--- src/rtl/arkkotanjant_if.sv ---
// Handshake bundle for the arc-cotangent unit: start/operand in, ready/result/valid/saturation out.
interface arkkotanjant_if;
  logic        basla;
  logic [31:0] deger;
  logic        hazir;
  logic [31:0] sonuc;
  logic        gecerli;
  logic        tasma;

  modport master (output basla, deger, input hazir, sonuc, gecerli, tasma);
  modport slave  (input basla, deger, output hazir, sonuc, gecerli, tasma);
endinterface

--- src/rtl/arkkotanjant.sv ---
// Iterative CORDIC (vectoring) arc-cotangent: signed Q16.16 in, Q16.16 radians 0..pi out.
// Optional macro ARKKOTANJANT_HIZLI_SIFIR_EN: a zero operand returns pi/2 one cycle after acceptance.
//
// state  | meaning
// BOS    | idle, hazir=1, waiting for basla
// DONGU  | one CORDIC iteration per clock
// DUZELT | quadrant correction, result/valid output
module arkkotanjant #(
  parameter int ITER = 16
) (
  input  logic          clk,
  input  logic          rst_n,
  arkkotanjant_if.slave bus
);

  localparam logic [1:0] BOS    = 2'd0;
  localparam logic [1:0] DONGU  = 2'd1;
  localparam logic [1:0] DUZELT = 2'd2;
  localparam logic signed [31:0] PI_Q = 32'sd205887;
`ifdef ARKKOTANJANT_HIZLI_SIFIR_EN
  localparam logic signed [31:0] PI_2_Q = 32'sd102944;
`endif

  logic [1:0]         state_q, state_d;
  logic signed [33:0] x_q, x_d, y_q, y_d;
  logic signed [31:0] z_q, z_d;
  logic [4:0]         i_q, i_d;
  logic               neg_q, neg_d, sat_q, sat_d;
  logic [31:0]        sonuc_q, sonuc_d;
  logic               gecerli_q, gecerli_d, tasma_q, tasma_d;

  logic [31:0]        mag;
  logic signed [33:0] x_sh, y_sh;
  logic signed [31:0] t_i;

  function automatic logic signed [31:0] aci(input logic [4:0] k);
    case (k)
      5'd0:    aci = 32'sd51472;
      5'd1:    aci = 32'sd30386;
      5'd2:    aci = 32'sd16055;
      5'd3:    aci = 32'sd8150;
      5'd4:    aci = 32'sd4091;
      5'd5:    aci = 32'sd2047;
      5'd6:    aci = 32'sd1024;
      5'd7:    aci = 32'sd512;
      5'd8:    aci = 32'sd256;
      5'd9:    aci = 32'sd128;
      5'd10:   aci = 32'sd64;
      5'd11:   aci = 32'sd32;
      5'd12:   aci = 32'sd16;
      5'd13:   aci = 32'sd8;
      5'd14:   aci = 32'sd4;
      5'd15:   aci = 32'sd2;
      5'd16:   aci = 32'sd1;
      default: aci = 32'sd0;
    endcase
  endfunction

  // |deger|, with the most negative operand clamped to the largest positive value
  always_comb begin
    mag = bus.deger[31] ? (32'd0 - bus.deger) : bus.deger;
    if (bus.deger == 32'h8000_0000) mag = 32'h7FFF_FFFF;
  end

  assign x_sh = x_q >>> i_q;
  assign y_sh = y_q >>> i_q;
  assign t_i  = aci(i_q);

  always_comb begin
    state_d   = state_q;
    x_d       = x_q;
    y_d       = y_q;
    z_d       = z_q;
    i_d       = i_q;
    neg_d     = neg_q;
    sat_d     = sat_q;
    sonuc_d   = sonuc_q;
    tasma_d   = tasma_q;
    gecerli_d = 1'b0;
    case (state_q)
      BOS: begin
        if (bus.basla) begin
          neg_d   = bus.deger[31];
          sat_d   = (bus.deger == 32'h8000_0000);
          x_d     = {2'b00, mag};
          y_d     = 34'sd65536;
          z_d     = '0;
          i_d     = '0;
          state_d = DONGU;
`ifdef ARKKOTANJANT_HIZLI_SIFIR_EN
          if (bus.deger == 32'h0) begin
            z_d     = PI_2_Q;
            state_d = DUZELT;
          end
`endif
        end
      end
      DONGU: begin
        // drive y toward zero; z accumulates atan(y0/x0) = arccot(|x|)
        if (!y_q[33]) begin
          x_d = x_q + y_sh;
          y_d = y_q - x_sh;
          z_d = z_q + t_i;
        end else begin
          x_d = x_q - y_sh;
          y_d = y_q + x_sh;
          z_d = z_q - t_i;
        end
        i_d = i_q + 5'd1;
        if (i_q == 5'(ITER - 1)) state_d = DUZELT;
      end
      DUZELT: begin
        sonuc_d   = neg_q ? 32'(PI_Q - z_q) : 32'(z_q);
        tasma_d   = sat_q;
        gecerli_d = 1'b1;
        state_d   = BOS;
      end
      default: state_d = BOS;
    endcase
  end

  always_ff @(posedge clk or negedge rst_n) begin
    if (!rst_n) begin
      state_q   <= BOS;
      x_q       <= '0;
      y_q       <= '0;
      z_q       <= '0;
      i_q       <= '0;
      neg_q     <= 1'b0;
      sat_q     <= 1'b0;
      sonuc_q   <= '0;
      gecerli_q <= 1'b0;
      tasma_q   <= 1'b0;
    end else begin
      state_q   <= state_d;
      x_q       <= x_d;
      y_q       <= y_d;
      z_q       <= z_d;
      i_q       <= i_d;
      neg_q     <= neg_d;
      sat_q     <= sat_d;
      sonuc_q   <= sonuc_d;
      gecerli_q <= gecerli_d;
      tasma_q   <= tasma_d;
    end
  end

  assign bus.hazir   = (state_q == BOS);
  assign bus.sonuc   = sonuc_q;
  assign bus.gecerli = gecerli_q;
  assign bus.tasma   = tasma_q;

endmodule

--- src/flat_wrapper.sv ---
// flat-port wrapper written by rule: the top's interface ports become plain ports
module arkkotanjant_flat 
#(
  parameter int ITER = 16
)
  (clk, rst_n, bus_basla, bus_deger, bus_hazir, bus_sonuc, bus_gecerli, bus_tasma);
  arkkotanjant_if bus_i ();
  input  logic clk;
  input  logic rst_n;
  input wire logic [$bits(bus_i.basla)-1:0] bus_basla;
  input wire logic [$bits(bus_i.deger)-1:0] bus_deger;
  output wire logic [$bits(bus_i.hazir)-1:0] bus_hazir;
  output wire logic [$bits(bus_i.sonuc)-1:0] bus_sonuc;
  output wire logic [$bits(bus_i.gecerli)-1:0] bus_gecerli;
  output wire logic [$bits(bus_i.tasma)-1:0] bus_tasma;
  assign bus_i.basla = bus_basla;
  assign bus_i.deger = bus_deger;
  assign bus_hazir = bus_i.hazir;
  assign bus_sonuc = bus_i.sonuc;
  assign bus_gecerli = bus_i.gecerli;
  assign bus_tasma = bus_i.tasma;
  arkkotanjant #(.ITER(ITER)) u_core (.clk(clk), .rst_n(rst_n), .bus(bus_i));
endmodule
--- config.mk ---
export PLATFORM = sky130hd
export DESIGN_NAME = arkkotanjant_flat
export DESIGN_NICKNAME = d
export VERILOG_FILES = /design/src/rtl/arkkotanjant_if.sv /design/src/rtl/arkkotanjant.sv /design/src/flat_wrapper.sv
export SDC_FILE = /design/constraint.sdc
export NUM_CORES = 1
export LEC_CHECK = 0
export CAP_MARGIN = 20
export CORE_ASPECT_RATIO = 2
export CORE_MARGIN = 2
export CORE_UTILIZATION = 60
export DETAILED_ROUTE_END_ITERATION = 10
export PLACE_DENSITY = 0.77
export SLEW_MARGIN = 20
export SYNTH_ARGS = -nofsm -noshare
export SYNTH_HDL_FRONTEND = slang
export SYNTH_SLANG_ARGS = --single-unit
--- constraint.sdc ---
create_clock -name clk -period 6.7 [get_ports clk]
set_input_delay 1.675 -clock clk [delete_from_list [all_inputs] [get_ports clk]]
set_output_delay 1.675 -clock clk [all_outputs]
set_load 0.02 [all_outputs]
Fig. 1: run 1, wires at chosen ports, followed through buffers
The bar under the picture is 50 um long.
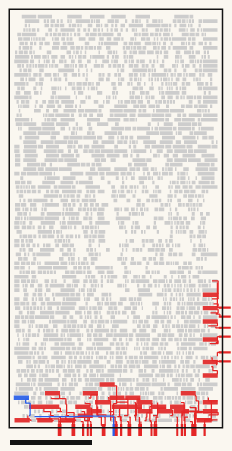
Key: `bus_sonuc` = red [direction output, edge 26 bottom, 6 right, end cells 32, buffers 32, wire 675 um]; `bus_tasma` = blue [direction output, edge bottom, end cells 1, buffers 1, wire 69.4 um]

Fig. 2: run 1, PDN straps and rails
The bar under the picture is 50 um long. Pins as bars on the die edge. Tap cells in gray.
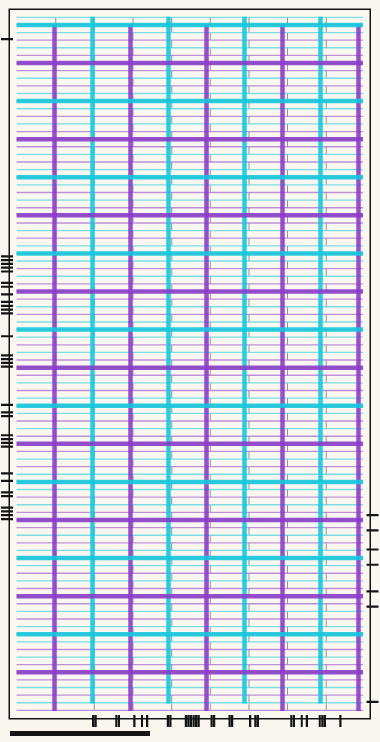
Key: VSS = purple; VDD = cyan
70 signal pins sit on the boundary. 372 tap cells. The core has 91 rows.
core footprint: 0.03063 sq mm
Die Ht: 252.9 um

Fig. 3: run 1, cell area per tile
The bar under the picture is 50 um long. 13 x 25 tiles, from white (low) to dark blue (high), 0 to 100% covered.
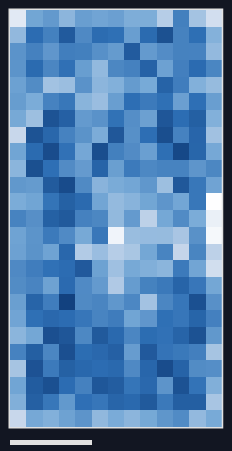
The mean over all tiles is 62%. 24% of the tiles are over 75% full. 0.30% of the tiles are nearly empty. The fullest tile reaches 93%.

==> flow_metrics.tcl, run 1 <==
# metrics dict for downstream scripts
set metrics [dict create \
    critPathBufInv 4 \
    r2r_slack_ns 0.50 \
    critPathMaxFanout 33 \
    syn-cell-area_sq_mm 0.01858 \
    end_kind "flop" \
    drive_gt1_share_pct 13.67 \
    utilization_pct 67.00 \
    syn_avg_cell_area_sq_um 8.373 \
    mostFrequentLayoutCells "nand2_1 (237), o21ai_0 (216), nor2_1 (147), a21oi_1 (141), dfrtp_1 (136)" \
    finClkSkew_ns 0.01310 \
    crit_path_cell_trace "buf_12 > buf_4 > mux2i_1 > mux4_2 > mux4_2 > ha_1 > inv_1 > or3_1 > nand4bb_1 > nor4b_4 > buf_4 > nand2_1 > nor3_1 > o211ai_1 > o311ai_0 > ha_1 > a211o_1 > a21oi_1 > a21oi_1 > o2111ai_1 > a31oi_1 > or4b_1 > o211ai_1" \
    ant_nets 0 \
    htreeDepth 4 \
    port-buffer-count 69 \
    final_hold_viol_count 0 \
    startpoint "u_core.i_q[1]" \
    setup_viol 0 \
    area.growth.synth_to_final_pct 10.45 \
    grt_usage_pct 39.85 \
    ys_seq_share_pct 19.26 \
    log.warning_count 33 \
    reg2reg_depth 23 \
    antenna_found_initial 0 \
    rsz0062_at_grt "false" \
    pin_count 70 \
    drc 0 \
    worstReg2RegStart "u_core.i_q[1]" \
    grt_first_pass_wirelength_um 99250 \
    post-place-ws_ns 0.3174 \
    cts_buffer_depth 2 \
    synth-seq-cells 143 \
    edf_count 0 \
    yosys_cells 2219 \
    cts_buffers 17 \
    path_class "flop to flop" \
    required_ns 7.09 \
    wl_per_cell_um 24.60 \
    arrival_ns 6.58 \
    synthCells 2219 \
    maxCapViolations 0 \
    outcome "finished clean" \
    hold_start "u_core.bus.sonuc[2]" \
    fmax_mhz 161.4 \
    path_depth 23 \
    die_w_um 128.4 \
    firstDrtPassIters 6 \
    cp_top_family "simple AND/OR/NAND/NOR gates" \
    clk_pin_slew_worst_paths_ns 0.08 \
    fin_crit_sh_pct 92.46 \
    cpPeakStageDelay_ns 0.60 \
    hp-class "flop to flop" \
    grt_max_degree 97 \
    tns_ns 0 \
    max_slew_margin_pct 28.25 \
    viasPerCell 7.037 \
    initCoreUtil_pct 60.66 \
    vias 18680 \
    layout_setup_ws_ns 0.5049 \
    finalCriticalPeriod_ns 6.195 \
    clkLatencyLatePin_ns 0.47 \
    ys_warn_count 0 \
    synth_cell_types 93 \
    grt_pass1_vias 17310 \
    ff_type "dfrtp_1" \
    cts_tree "done" \
]
run 1: registers in the layout, indices dropped and copies added, names as in the netlist:
name                flops
u_core.y_q             34
u_core.x_q             34
u_core.neg_q            1
u_core.bus.sonuc       32
u_core.bus.tasma        1
u_core.sat_q            1
u_core.bus.gecerli      1
u_core.state_q          2
u_core.z_q             32
u_core.i_q              5
run 1: kinds of logic (layout without fill, tap and decap cells):
kind of cell             after synthesis  in the layout  share of synthesized area [%]
AND/OR/NAND/NOR                      670            670                          17.66
AND-OR/OR-AND                        735            735                          25.68
XOR/XNOR                             188            188                          8.863
adder cells (fa/ha/maj)              116            116                          7.933
flip-flops                           143            143                          19.26
buffers and inverters                190            253                          4.559
multiplexers                         177            177                          16.05
run 1: timing repair:
action / in CTS / in global routing
setup endpoints to repair: 0 / 9
buffers inserted: 0 / 2
gates resized: 0 / 1
run 1: cell usage after synthesis (61+ instances only):
library cell / n / share of area [%]
nand3_1: 61 / 1.6
a21o_1: 62 / 2.5
mux4_2: 94 / 11
xor2_1: 85 / 4.0
xnor2_1: 103 / 4.9
a21oi_1: 141 / 3.8
clkbuf_1: 92 / 1.9
nand2_1: 238 / 4.8
dfrtp_1: 143 / 19
nor2_1: 148 / 3.0
o21ai_0: 216 / 5.8
ha_1: 113 / 7.6
run 1: metrics by stage:
stage               instances  instance area, sq um  hold slack (ns)
global route             2654                 20520           0.4973
global placement         2620                 19900           0.4607
floorplan                2219                 18580           0.4424
detailed placement       2620                 19900           0.4691
CTS                      2652                 20470           0.4835
finish                   2654                 20520           0.4747
run 1: worst min-delay path: cells and delay by family (launching register included):
family	cells	cell delay [ns]
AND/OR/NAND/NOR	1	0.04
AND-OR/OR-AND	1	0.06
flip-flops	1	0.34
run 1: routing by layer:
layer  track usage (%)  share of wire, %
met5                 0                 0
met1             51.63                38
met3             7.543               9.3
met2             61.57                45
met4             23.52               7.0
run 1: layout make-up:
type                            instances  area [sq um]  share of cell area (%)
Inverter                               51         191.4                  0.9329
Tap cell                              372         465.4                   2.268
Timing Repair Buffer                  170          1515                   7.384
Sequential cell                       143          3595                   17.52
Clock inverter                         13         122.6                  0.5975
Multi-Input combinational cell       1886         14190                   69.14
Clock buffer                           19         442.9                   2.158
run 1: worst min path at each step:
stage	to	slack (ns)	depth (start not counted)
floorplan	u_core.sat_q	0.44	2
global placement	u_core.bus.sonuc[30]	0.46	2
detailed placement	u_core.bus.sonuc[2]	0.47	2
CTS	u_core.bus.sonuc[3]	0.48	2
global route	u_core.bus.sonuc[3]	0.50	2
finish	u_core.bus.sonuc[2]	0.47	2
==> run 2, diff against run 1 <==
--- a/config.mk
+++ b/config.mk
@@ -9,6 +9,7 @@
 export CORE_ASPECT_RATIO = 2
 export CORE_MARGIN = 2
 export CORE_UTILIZATION = 60
+export CTS_CLUSTER_SIZE = 40
 export DETAILED_ROUTE_END_ITERATION = 10
 export PLACE_DENSITY = 0.77
 export SLEW_MARGIN = 20
Fig. 4: run 2, cell area per tile
The bar under the picture is 50 um long. 13 x 25 tiles, from white (low) to dark blue (high), 0 to 100% covered.
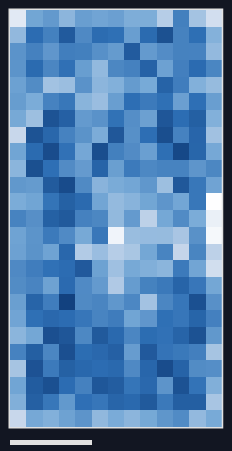
24% of the tiles are over 75% full. The mean over all tiles is 62%. The fullest tile reaches 93%.

==> flow_metrics.tcl, run 2 <==
# metrics dict for downstream scripts
set metrics [dict create \
    fp.dieH_um 252.9 \
    max_slew_margin_pct 28.25 \
    fmax_mhz 161.4 \
    rsz0062_at_grt "false" \
    path_depth 23 \
    drc 0 \
    r2r_slack_ns 0.50 \
    finClkSkew_ns 0.01310 \
    crit_path_cell_trace "buf_12 > buf_4 > mux2i_1 > mux4_2 > mux4_2 > ha_1 > inv_1 > or3_1 > nand4bb_1 > nor4b_4 > buf_4 > nand2_1 > nor3_1 > o211ai_1 > o311ai_0 > ha_1 > a211o_1 > a21oi_1 > a21oi_1 > o2111ai_1 > a31oi_1 > or4b_1 > o211ai_1" \
    critPathMaxFanout 33 \
    outcome "finished clean" \
    post-place-ws_ns 0.3174 \
    mostFrequentLayoutCells "nand2_1 (237), o21ai_0 (216), nor2_1 (147), a21oi_1 (141), dfrtp_1 (136)" \
    edf_count 0 \
    yosys_area_sq_mm 0.01858 \
    hold_depth 2 \
    cp-start-kind "flop" \
    synthTopCellsByArea "dfrtp_1 (19%), mux4_2 (11%), ha_1 (7.6%)" \
    port-buffer-count 69 \
    syn-cell-area_sq_mm 0.01858 \
    core_area_sq_mm 0.03063 \
    path_class "flop to flop" \
    log.warning_count 33 \
    final_hold_viol_count 0 \
    ys_warn_count 0 \
    yosys_cells 2219 \
    fin_crit_sh_pct 92.46 \
    finalCriticalPeriod_ns 6.195 \
    synth.top_cell.area_share_pct 19.26 \
    top_area_cell "dfrtp_1" \
    hp-class "flop to flop" \
    end_kind "flop" \
    drive_gt1_share_pct 13.67 \
    reg2reg_depth 23 \
    syn_avg_cell_area_sq_um 8.373 \
    cts_buffer_depth 2 \
    cpPeakStageDelay_ns 0.60 \
    wl_per_cell_um 24.60 \
    drt-met1-wl_um 25120 \
    pin_count 70 \
    synthCells 2219 \
    htreeDepth 4 \
    layout_setup_ws_ns 0.5049 \
    ff_type "dfrtp_1" \
    viasPerCell 7.037 \
    common_cells "nand2_1 (238), o21ai_0 (216), nor2_1 (148)" \
    synth-seq-cells 143 \
    firstDrtPassIters 6 \
    grt_usage_pct 39.85 \
    ant_nets 0 \
    gp_congestion 1.052 \
    initCoreUtil_pct 60.66 \
    vias 18680 \
    drt-total-wl_um 65290 \
    grt_first_pass_wirelength_um 99250 \
    reg_top3 "u_core.x_q (34), u_core.y_q (34)" \
    hold_start "u_core.bus.sonuc[2]" \
    cts_tree "done" \
    cts_buffers 17 \
    area.growth.synth_to_final_pct 10.45 \
    worstReg2RegStart "u_core.i_q[1]" \
    route.met3.wl_um 6041 \
    ys_seq_share_pct 19.26 \
    tns_ns 0 \
    fp_nets 2370 \
    critPathBufInv 4 \
    grt_max_degree 97 \
    antenna_found_initial 0 \
    core.rowCount 91 \
    maxUsedRoutingLayer "met4" \
    arrival_ns 6.58 \
    die_w_um 128.4 \
    clk_pin_slew_worst_paths_ns 0.08 \
    routed-wl-met2_um 29550 \
    maxCapViolations 0 \
    grt_pass1_vias 17310 \
    most_common_cell "nand2_1" \
    cp_top_family "simple AND/OR/NAND/NOR gates" \
    clkLatencyLatePin_ns 0.47 \
    required_ns 7.09 \
    setup_viol 0 \
    synth_cell_types 93 \
    crit_slowest_cell "dfrtp_4" \
    holdPathEnd "u_core.bus.sonuc[2]" \
]
-- run 2: cell counts after synthesis --
Identical to the previous run, type by type.
-- run 2: metal layers --
layer	vias up	track usage, %
met2	1145	61.57
met4	0	23.52
met3	271	7.543
li1	8473	-
met1	8786	51.63
met5	-	0
-- run 2: final cells by class --
type / instances / area, sq um / share of cell area, %
clock buffer: 19 / 442.9 / 2.158
clock inverter: 13 / 122.6 / 0.5975
multi-input combinational: 1886 / 14190 / 69.14
inverter: 51 / 191.4 / 0.9329
sequential: 143 / 3595 / 17.52
tap: 372 / 465.4 / 2.268
timing repair buffer: 170 / 1515 / 7.384
-- run 2: cells by family after synthesis --
family | count (synthesis) | synth area share (%)
buffers and inverters | 190 | 4.559
xor gates and xnor gates | 188 | 8.863
and+or+nand+nor | 670 | 17.66
adders and majority gates | 116 | 7.933
AOI/OAI and AO/OA | 735 | 25.68
DFF | 143 | 19.26
muxes | 177 | 16.05
-- run 2: worst register-to-register path: cells and delay by family, from the launching register on --
family | cells | cell delay [ns]
and+or+nand+nor | 6 | 1.94
AOI/OAI and AO/OA | 8 | 1.44
muxes | 3 | 0.84
DFF | 1 | 0.60
adders and majority gates | 2 | 0.57
buffers and inverters | 4 | 0.75
-- run 2: worst max path at each step --
stage	start	to	slack, ns
5_1_grt	u_core.i_q[0]	u_core.y_q[23]	0.04
6_report	u_core.i_q[1]	u_core.x_q[33]	0.50
2_1_floorplan	u_core.i_q[3]	u_core.x_q[33]	0.62
3_3_place_gp	u_core.i_q[1]	u_core.x_q[33]	0.44
3_5_place_dp	u_core.i_q[1]	u_core.x_q[33]	0.32
4_1_cts	u_core.i_q[1]	u_core.x_q[33]	0.29
-- run 2: what timing repair did --
action                     4_1_cts  5_1_grt
gates resized                    0        1
hold buffers                     0        0
setup endpoints to repair        0        9
setup buffers                    0        2
-- run 2: per-stage QoR --
stage	hold WS (ns)	utilization (%)	cells	instance area [sq um]
4_1_cts	0.4835	66.83	2652	20470
3_5_place_dp	0.4691	64.99	2620	19900
5_1_grt	0.4973	67.00	2654	20520
3_3_place_gp	0.4607	64.99	2620	19900
2_1_floorplan	0.4424	-	2219	18580
6_report	0.4747	67.00	2654	20520
==> run 3, diff against run 2 <==
--- a/config.mk
+++ b/config.mk
@@ -5,13 +5,13 @@
 export SDC_FILE = /design/constraint.sdc
 export NUM_CORES = 1
 export LEC_CHECK = 0
-export CAP_MARGIN = 20
 export CORE_ASPECT_RATIO = 2
 export CORE_MARGIN = 2
 export CORE_UTILIZATION = 60
 export CTS_CLUSTER_SIZE = 40
 export DETAILED_ROUTE_END_ITERATION = 10
 export PLACE_DENSITY = 0.77
+export SKIP_CTS_REPAIR_TIMING = 1
 export SLEW_MARGIN = 20
 export SYNTH_ARGS = -nofsm -noshare
 export SYNTH_HDL_FRONTEND = slang
Fig. 5: run 3, wires at chosen ports, followed through buffers
The bar under the picture is 50 um long.
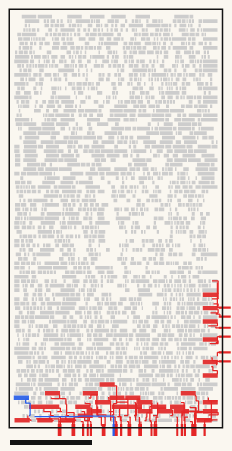
Key: `bus_sonuc` = red [direction output, edge 26 bottom, 6 right, end cells 32, buffers 32, wire 675 um]; `bus_tasma` = blue [direction output, edge bottom, end cells 1, buffers 1, wire 69.4 um]
I/O pins: 70
IO Port Bufs: 69

==> flow_metrics.tcl, run 3 <==
# metrics dict for downstream scripts
set metrics [dict create \
    fp.dieH_um 252.9 \
    hold_start "u_core.bus.sonuc[2]" \
    top_area_cell "dfrtp_1" \
    layout_setup_ws_ns 0.5049 \
    synthCells 2219 \
    fmax_mhz 161.4 \
    post-place-ws_ns 0.3174 \
    slew_violations 0 \
    max_slew_margin_pct 28.25 \
    grt_first_pass_wirelength_um 99250 \
    dpl-instance-area_sq_mm 0.01990 \
    drc 0 \
    startpoint "u_core.i_q[1]" \
    most_common_cell "nand2_1" \
    reg_top3 "u_core.x_q (34), u_core.y_q (34)" \
    critPathMaxFanout 33 \
    required_ns 7.09 \
    initCoreUtil_pct 60.66 \
    antenna_cells 0 \
    cts_tree "done" \
    synth_cell_types 93 \
    timing.hold.ws_ns 0.4747 \
    synth-seq-cells 143 \
    outcome "finished clean" \
    place_inst 2620 \
    drive_gt1_share_pct 13.67 \
    aoi_share_pct 25.68 \
    stdcell_count 2654 \
    synthXorXnorAreaFrac_pct 8.863 \
    r2r_slack_ns 0.50 \
    clk_pin_slew_worst_paths_ns 0.08 \
    fin_crit_sh_pct 92.46 \
    common_cells "nand2_1 (238), o21ai_0 (216), nor2_1 (148)" \
    cts_buffer_depth 2 \
    core_area_sq_mm 0.03063 \
    gp_congestion 1.052 \
    firstDrtPassIters 6 \
    post-route-cell-area_sq_mm 0.02052 \
    ant_nets 0 \
    vias 18680 \
    tns_ns 0 \
    rsz0062_at_grt "false" \
    overflow 0 \
    die_w_um 128.4 \
    ys_async_sr_fraction_pct 100.0 \
    syn_avg_cell_area_sq_um 8.373 \
    hpwlAfterDp_um 48680 \
    cts_sinks 143 \
    area.growth.synth_to_final_pct 10.45 \
    end_kind "flop" \
    grt_max_degree 97 \
    ys_sh_adder_pct 7.933 \
    yosys_area_sq_mm 0.01858 \
    drt-total-wl_um 65290 \
    hp-class "flop to flop" \
    muxShareOfSynthArea_pct 16.05 \
    worstReg2RegStart "u_core.i_q[1]" \
    final_hold_viol_count 0 \
    edf_count 0 \
    finClkSkew_ns 0.01310 \
    grt_usage_pct 39.85 \
    dr.first_iter.drc_count 2345 \
    synth.top_cell.area_share_pct 19.26 \
    syn-cell-area_sq_mm 0.01858 \
    maxCapViolations 0 \
    ff_type "dfrtp_1" \
    tightest_slew_ns 1.074 \
    root_buffer "clkbuf_16" \
    setup_viol 0 \
    ys_seq_share_pct 19.26 \
    ys_warn_count 0 \
    cts_buffers 17 \
    viasPerCell 7.037 \
    log.warning_count 33 \
    antenna_found_initial 0 \
    topCombFamilyByArea "AND-OR/OR-AND gates" \
    cp-start-kind "flop" \
    mostFrequentLayoutCells "nand2_1 (237), o21ai_0 (216), nor2_1 (147), a21oi_1 (141), dfrtp_1 (136)" \
    ys_sh_simple_pct 17.66 \
    wl_per_cell_um 24.60 \
    grt_pass1_vias 17310 \
    arrival_ns 6.58 \
    htreeDepth 4 \
    core.rowCount 91 \
    synthTopCellsByArea "dfrtp_1 (19%), mux4_2 (11%), ha_1 (7.6%)" \
    finalCriticalPeriod_ns 6.195 \
    utilization_pct 67.00 \
    fp_nets 2370 \
    yosys_cells 2219 \
    path_class "flop to flop" \
    clkLatencyLatePin_ns 0.47 \
]
## run 3: cell counts after synthesis
No cell type changed its count.
## run 3: worst paths after layout
kind | to | depth (start not counted)
setup / recovery | u_core.x_q[33] | 23
hold / removal | u_core.bus.sonuc[2] | 2
setup reg to reg | u_core.x_q[33] | 23
hold reg to reg | u_core.bus.sonuc[2] | 2
max in group asynchronous | u_core.y_q[2] | 2
min in group asynchronous | u_core.bus.sonuc[7] | 1
## run 3: cell families (layout without fill, tap and decap cells)
family                   after synthesis  after routing
buffers and inverters                190            253
AND-OR/OR-AND                        735            735
flip-flops                           143            143
XOR/XNOR                             188            188
adder cells (fa/ha/maj)              116            116
AND/OR/NAND/NOR                      670            670
multiplexers                         177            177
## run 3: layout make-up
cell class / count / area (sq um)
tap: 372 / 465.4
multi-input combinational: 1886 / 14190
sequential: 143 / 3595
clock inverter: 13 / 122.6
inverter: 51 / 191.4
clock buffer: 19 / 442.9
timing repair buffer: 170 / 1515
fill: 2564 / 10110
## run 3: worst max-delay path, stage by stage (launching register included)
cell and delay, ns:
dfrtp_4 0.60, buf_12 0.28, buf_4 0.21, mux2i_1 0.30, mux4_2 0.28, mux4_2 0.26
ha_1 0.17, inv_1 0.04, or3_1 0.40, nand4bb_1 0.35, nor4b_4 0.38, buf_4 0.19
nand2_1 0.09, nor3_1 0.25, o211ai_1 0.12, o311ai_0 0.21, ha_1 0.40, a211o_1 0.31
a21oi_1 0.20, a21oi_1 0.12, o2111ai_1 0.24, a31oi_1 0.14, or4b_1 0.47, o211ai_1 0.10
## run 3: per-layer routing
metal,track usage [%],vias to the layer above,part of all wire [%]
met4,23.52,0,7.0
li1,-,8473,-
met1,51.63,8786,38
met2,61.57,1145,45
met3,7.543,271,9.3
met5,0,-,0
